wire_density.png
The die is cut into 25 by 25 equal tiles; dark blue is low, red is high, scaled to the fullest tile. Values are wire area over tile area, all layers added.
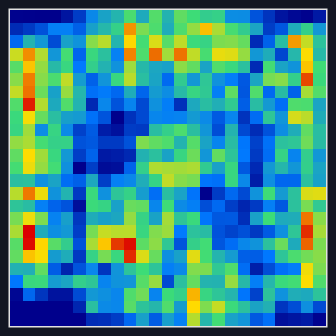
met4.png
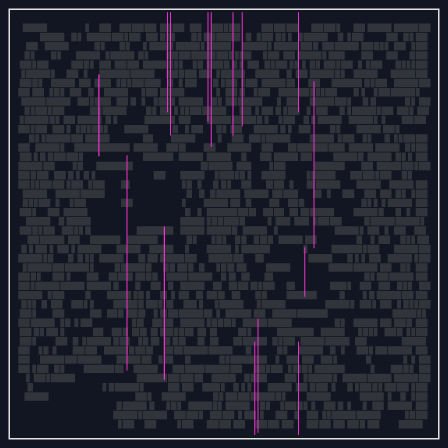
final_clocks.png
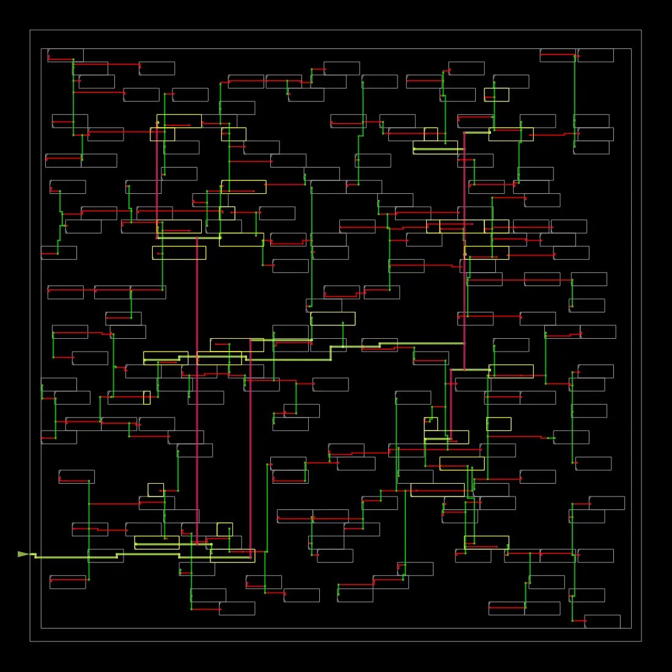
clock_map.png
The bar under the picture is 50 microns long.
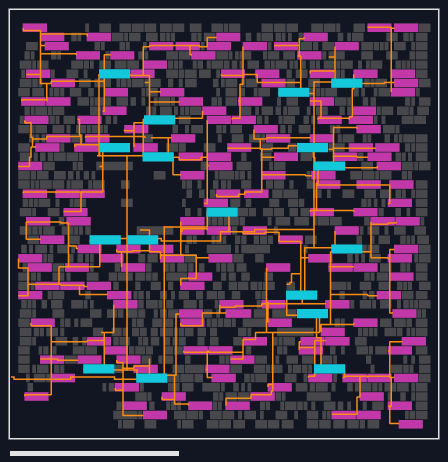
[src/rtl/nbr128_ctrl.sv]
// Evaluation controller for a 128-bit challenge ring PUF: resets and settles the ring
// N times, samples its synchronized output each time and majority-votes the result.
module nbr128_ctrl #(
    parameter int RESET_CYCLES  = 8,
    parameter int SETTLE_CYCLES = 64
) (
    input  logic         CLK,
    input  logic         RESET,
    input  logic         REQ_VALID,
    output logic         REQ_READY,
    input  logic [127:0] REQ_CHAL,
    input  logic [3:0]   REQ_NEVAL,
    output logic         PUF_RESET,
    output logic [127:0] PUF_C,
    input  logic         PUF_OUT,
    output logic         RSP_VALID,
    input  logic         RSP_READY,
    output logic         RSP_BIT,
    output logic [3:0]   RSP_ONES,
    output logic         RSP_STABLE
);
    localparam logic [15:0] RST_LAST    = 16'(RESET_CYCLES - 1);
    localparam logic [15:0] SETTLE_LAST = 16'(SETTLE_CYCLES - 1);

    typedef enum logic [2:0] {S_IDLE, S_RST, S_SETTLE, S_SAMPLE, S_DONE} state_t;

    state_t         r_state;
    state_t         w_state_next;
    logic [15:0]    r_cnt;
    logic [3:0]     r_n;
    logic [3:0]     r_eval;
    logic [3:0]     r_ones;
    logic           r_sync1;
    logic           r_sync2;
    logic [127:0]   r_puf_c;
    logic           r_rsp_valid;
    logic           r_rsp_bit;
    logic [3:0]     r_rsp_ones;
    logic           r_rsp_stable;
    logic           w_accept;
    logic [3:0]     w_eval_inc;
    logic [3:0]     w_ones_inc;
    logic [4:0]     w_twice_ones;

    assign w_eval_inc   = r_eval + 4'd1;
    assign w_ones_inc   = r_ones + {3'b000, r_sync2};
    assign w_twice_ones = {r_ones, 1'b0};

    always_ff @(posedge CLK) begin
        if (RESET) begin
            r_state <= S_IDLE;
        end else begin
            r_state <= w_state_next;
        end
    end

    always_comb begin
        w_state_next = r_state;
        REQ_READY    = 1'b0;
        PUF_RESET    = 1'b1;
        w_accept     = 1'b0;
        case (r_state)
            S_IDLE: begin
                REQ_READY = 1'b1;
                if (REQ_VALID) begin
                    w_accept     = 1'b1;
                    w_state_next = S_RST;
                end
            end
            S_RST: begin
                if (r_cnt == RST_LAST) w_state_next = S_SETTLE;
            end
            S_SETTLE: begin
                PUF_RESET = 1'b0;
                if (r_cnt == SETTLE_LAST) w_state_next = S_SAMPLE;
            end
            S_SAMPLE: begin
                PUF_RESET    = 1'b0;
                w_state_next = (w_eval_inc == r_n) ? S_DONE : S_RST;
            end
            S_DONE: begin
                // Response registers load on the first DONE cycle; handshake only once valid.
                if (r_rsp_valid && RSP_READY) w_state_next = S_IDLE;
            end
            default: w_state_next = S_IDLE;
        endcase
    end

    always_ff @(posedge CLK) begin
        if (RESET) begin
            r_sync1      <= 1'b0;
            r_sync2      <= 1'b0;
            r_cnt        <= '0;
            r_n          <= '0;
            r_eval       <= '0;
            r_ones       <= '0;
            r_puf_c      <= '0;
            r_rsp_valid  <= 1'b0;
            r_rsp_bit    <= 1'b0;
            r_rsp_ones   <= '0;
            r_rsp_stable <= 1'b0;
        end else begin
            r_sync1 <= PUF_OUT;
            r_sync2 <= r_sync1;

            // Phase counter restarts whenever the state changes.
            if ((r_state == S_RST || r_state == S_SETTLE) && (w_state_next == r_state)) begin
                r_cnt <= r_cnt + 16'd1;
            end else begin
                r_cnt <= '0;
            end

            if (w_accept) begin
                r_puf_c <= REQ_CHAL;
                r_n     <= (REQ_NEVAL == 4'd0) ? 4'd1 : REQ_NEVAL;
                r_ones  <= '0;
                r_eval  <= '0;
            end

            if (r_state == S_SAMPLE) begin
                r_ones <= w_ones_inc;
                r_eval <= w_eval_inc;
            end

            if (r_state == S_DONE) begin
                if (!r_rsp_valid) begin
                    r_rsp_valid  <= 1'b1;
                    r_rsp_bit    <= (w_twice_ones > {1'b0, r_n});
                    r_rsp_ones   <= r_ones;
                    r_rsp_stable <= (r_ones == 4'd0) || (r_ones == r_n);
                end else if (RSP_READY) begin
                    r_rsp_valid <= 1'b0;
                end
            end
        end
    end

    assign PUF_C      = r_puf_c;
    assign RSP_VALID  = r_rsp_valid;
    assign RSP_BIT    = r_rsp_bit;
    assign RSP_ONES   = r_rsp_ones;
    assign RSP_STABLE = r_rsp_stable;
endmodule

[config.mk]
export PLATFORM = sky130hd
export DESIGN_NAME = nbr128_ctrl
export DESIGN_NICKNAME = d
export VERILOG_FILES = /design/src/rtl/nbr128_ctrl.sv
export SDC_FILE = /design/constraint.sdc
export NUM_CORES = 1
export LEC_CHECK = 0
export CORE_MARGIN = 2
export CORE_UTILIZATION = 42
export DETAILED_ROUTE_END_ITERATION = 7
export PLACE_DENSITY = 0.8
export SLEW_MARGIN = 20
export SYNTH_ARGS = -nofsm -noshare
export SYNTH_HDL_FRONTEND = slang
export SYNTH_SLANG_ARGS = --single-unit
[constraint.sdc]
create_clock -name CLK -period 2.1 [get_ports CLK]
set_clock_uncertainty 0.1 [all_clocks]
set_input_delay 0.21 -clock CLK [delete_from_list [all_inputs] [get_ports CLK]]
set_output_delay 0.21 -clock CLK [all_outputs]
set_load 0.01 [all_outputs]
==> metrics.log <==
[metrics] run summary
INFO  metric grt_antenna_before_repair = 0
INFO  metric cp_data_arrival_time = between 1.5 and 2 ns
INFO  metric floorplan.rows = 44
INFO  metric min-delay-start = RESET
INFO  metric achievable-frequency = around 510 MHz
INFO  metric design.portCount = about 270
INFO  metric most_numerous_logic_cells_after_layout = sky130_fd_sc_hd__nand2_1 (273), sky130_fd_sc_hd__clkdlybuf4s50_1 (272), sky130_fd_sc_hd__dfxtp_1 (167)
INFO  metric ys_seq_elements = ~170
INFO  metric combGateArea = approximately 0.0027 sq mm
INFO  metric dominant_cells = sequential cells
INFO  metric tritoncts_buffers = 17
INFO  metric drt-wirelength-per-cell = about 14 microns
INFO  metric worst_max_slew_pin_slew = between 0.6 and 0.7 ns
INFO  metric seq_share = 0.341
INFO  metric post_drt_via_cell_ratio = between 4 and 5
INFO  metric final_cell_count_no_fill = 1227
INFO  metric crit_path_end_kind = output pin
INFO  metric fp_util = 0.430
INFO  metric power-per-cell-area = about 790 mW/mm^2
INFO  metric synthAoiAreaFrac = 0.144
INFO  metric filler_cell_count = around 1200
INFO  metric gp_congestion = approximately 0.83
INFO  metric buf_share = 0.294
INFO  metric yosysWarnings = 0
INFO  metric final_common_cell = sky130_fd_sc_hd__nand2_1
INFO  metric yosys.area_share.simple = 0.231
INFO  metric floorplan.core_area = 0.0146 sq mm
INFO  metric grt-ovfl-total = 0
INFO  metric comb_area_frac = 0.274
INFO  metric outcome = finished, final reports clean
INFO  metric hold_path_end = r_cnt[7]
INFO  metric area.growth.synth_to_final = 57.0%
INFO  metric mappedNetlistNets = a little over 900
INFO  metric min_period = between 1.5 and 2 ns
INFO  metric critPathCapture = REQ_READY
INFO  metric n_all_buffers = roughly 290
INFO  metric holdBufCountCts = 0
INFO  metric log.warning_count = 28
INFO  metric hold_path_class = in -> reg
INFO  metric first_iter_violations = between 200 and 300
-- wire_density.png (at the start) --
29% of the tiles are over half the peak. 3.5% of the tiles are nearly empty. The fullest tile reaches 0.46. The mean over all tiles is 0.18.

-- met4.png (at the start) --
The wires run mostly vertical. 12 nets have wire on it. The longest straight run is 63.2 microns. The layer carries 518 microns of wire. The layer holds 3.0% of the routed length.
overall routed net length: 17.3 mm
total vias in the final route: 5985

-- final_clocks.png (at the start) --
count of clock buffers in the final design: 23
count of flip-flops and latches: 168

-- clock_map.png (at the start) --
Magenta stands for flip-flops, count 168. Cyan stands for cells driving clock nets, count 17. Orange stands for clock wires, length 2040 microns.
Position of the flops: widely spread.
power share of the clock group: 0.423
Clock Power: 3.30 mW

-- per-stage QoR --
| step | instance area (sq um) | util | hold slack [ns] |
|---|---|---|---|
| after floorplan | 6280 | - | 0.238 |
| after detailed placement | 9210 | 0.631 | 0.333 |
| after global routing | 9860 | 0.676 | 0.227 |
| final | 9860 | 0.676 | 0.231 |
| after CTS | 9850 | 0.675 | 0.211 |
| after global placement | 9210 | 0.631 | 0.319 |
-- registers in the layout, indices dropped and copies added (netlist names) --
name,count
RSP_BIT,1
RSP_ONES,4
PUF_C,128
r_cnt,16
RSP_VALID,1
r_state,3
r_n,4
r_ones,4
r_eval,4
r_sync2,1
RSP_STABLE,1
r_sync1,1
-- per-layer routing --
| metal | up-vias | part of all wire |
|---|---|---|
| met1 | 2670 | 0.42 |
| met2 | 210 | 0.47 |
| met5 | - | 0 |
| met4 | 0 | 0.030 |
| met3 | 34 | 0.074 |
| li1 | 3071 | - |
-- critical path, cell delays in order (launching register included) --
cell and delay [ns]:
sky130_fd_sc_hd__dfxtp_1 0.41, sky130_fd_sc_hd__nor3_4 0.25, sky130_fd_sc_hd__clkdlybuf4s50_1 0.58
-- cell usage after synthesis (all sizes together), types with 3 or more instances --
cell	count	area, sq um
ha	7	87.6
dfxtp	168	3360
a21oi	151	756
clkbuf	37	139
a21o	3	22.5
o21ai	6	30.0
inv	6	22.5
a22oi	3	22.5
or3	5	36.3
xnor2	16	140
nor2	17	63.8
nor2b	3	18.8
nor4	6	37.5
nand2	274	1030
xor2	4	35.0
nor3	9	45.0
buf	15	75.1
nand3	12	72.6
nand2b	3	18.8
mux2i	4	40.0
-- power by group --
part	leakage, nW	total [mW]	internal [mW]	switching [mW]
combinational	1.92	1.08	0.613	0.466
sequential	1.38	3.43	3.35	0.0849
clock	0.302	3.30	2.04	1.26
No activity file was given, so power comes from the tool's default toggle rates.
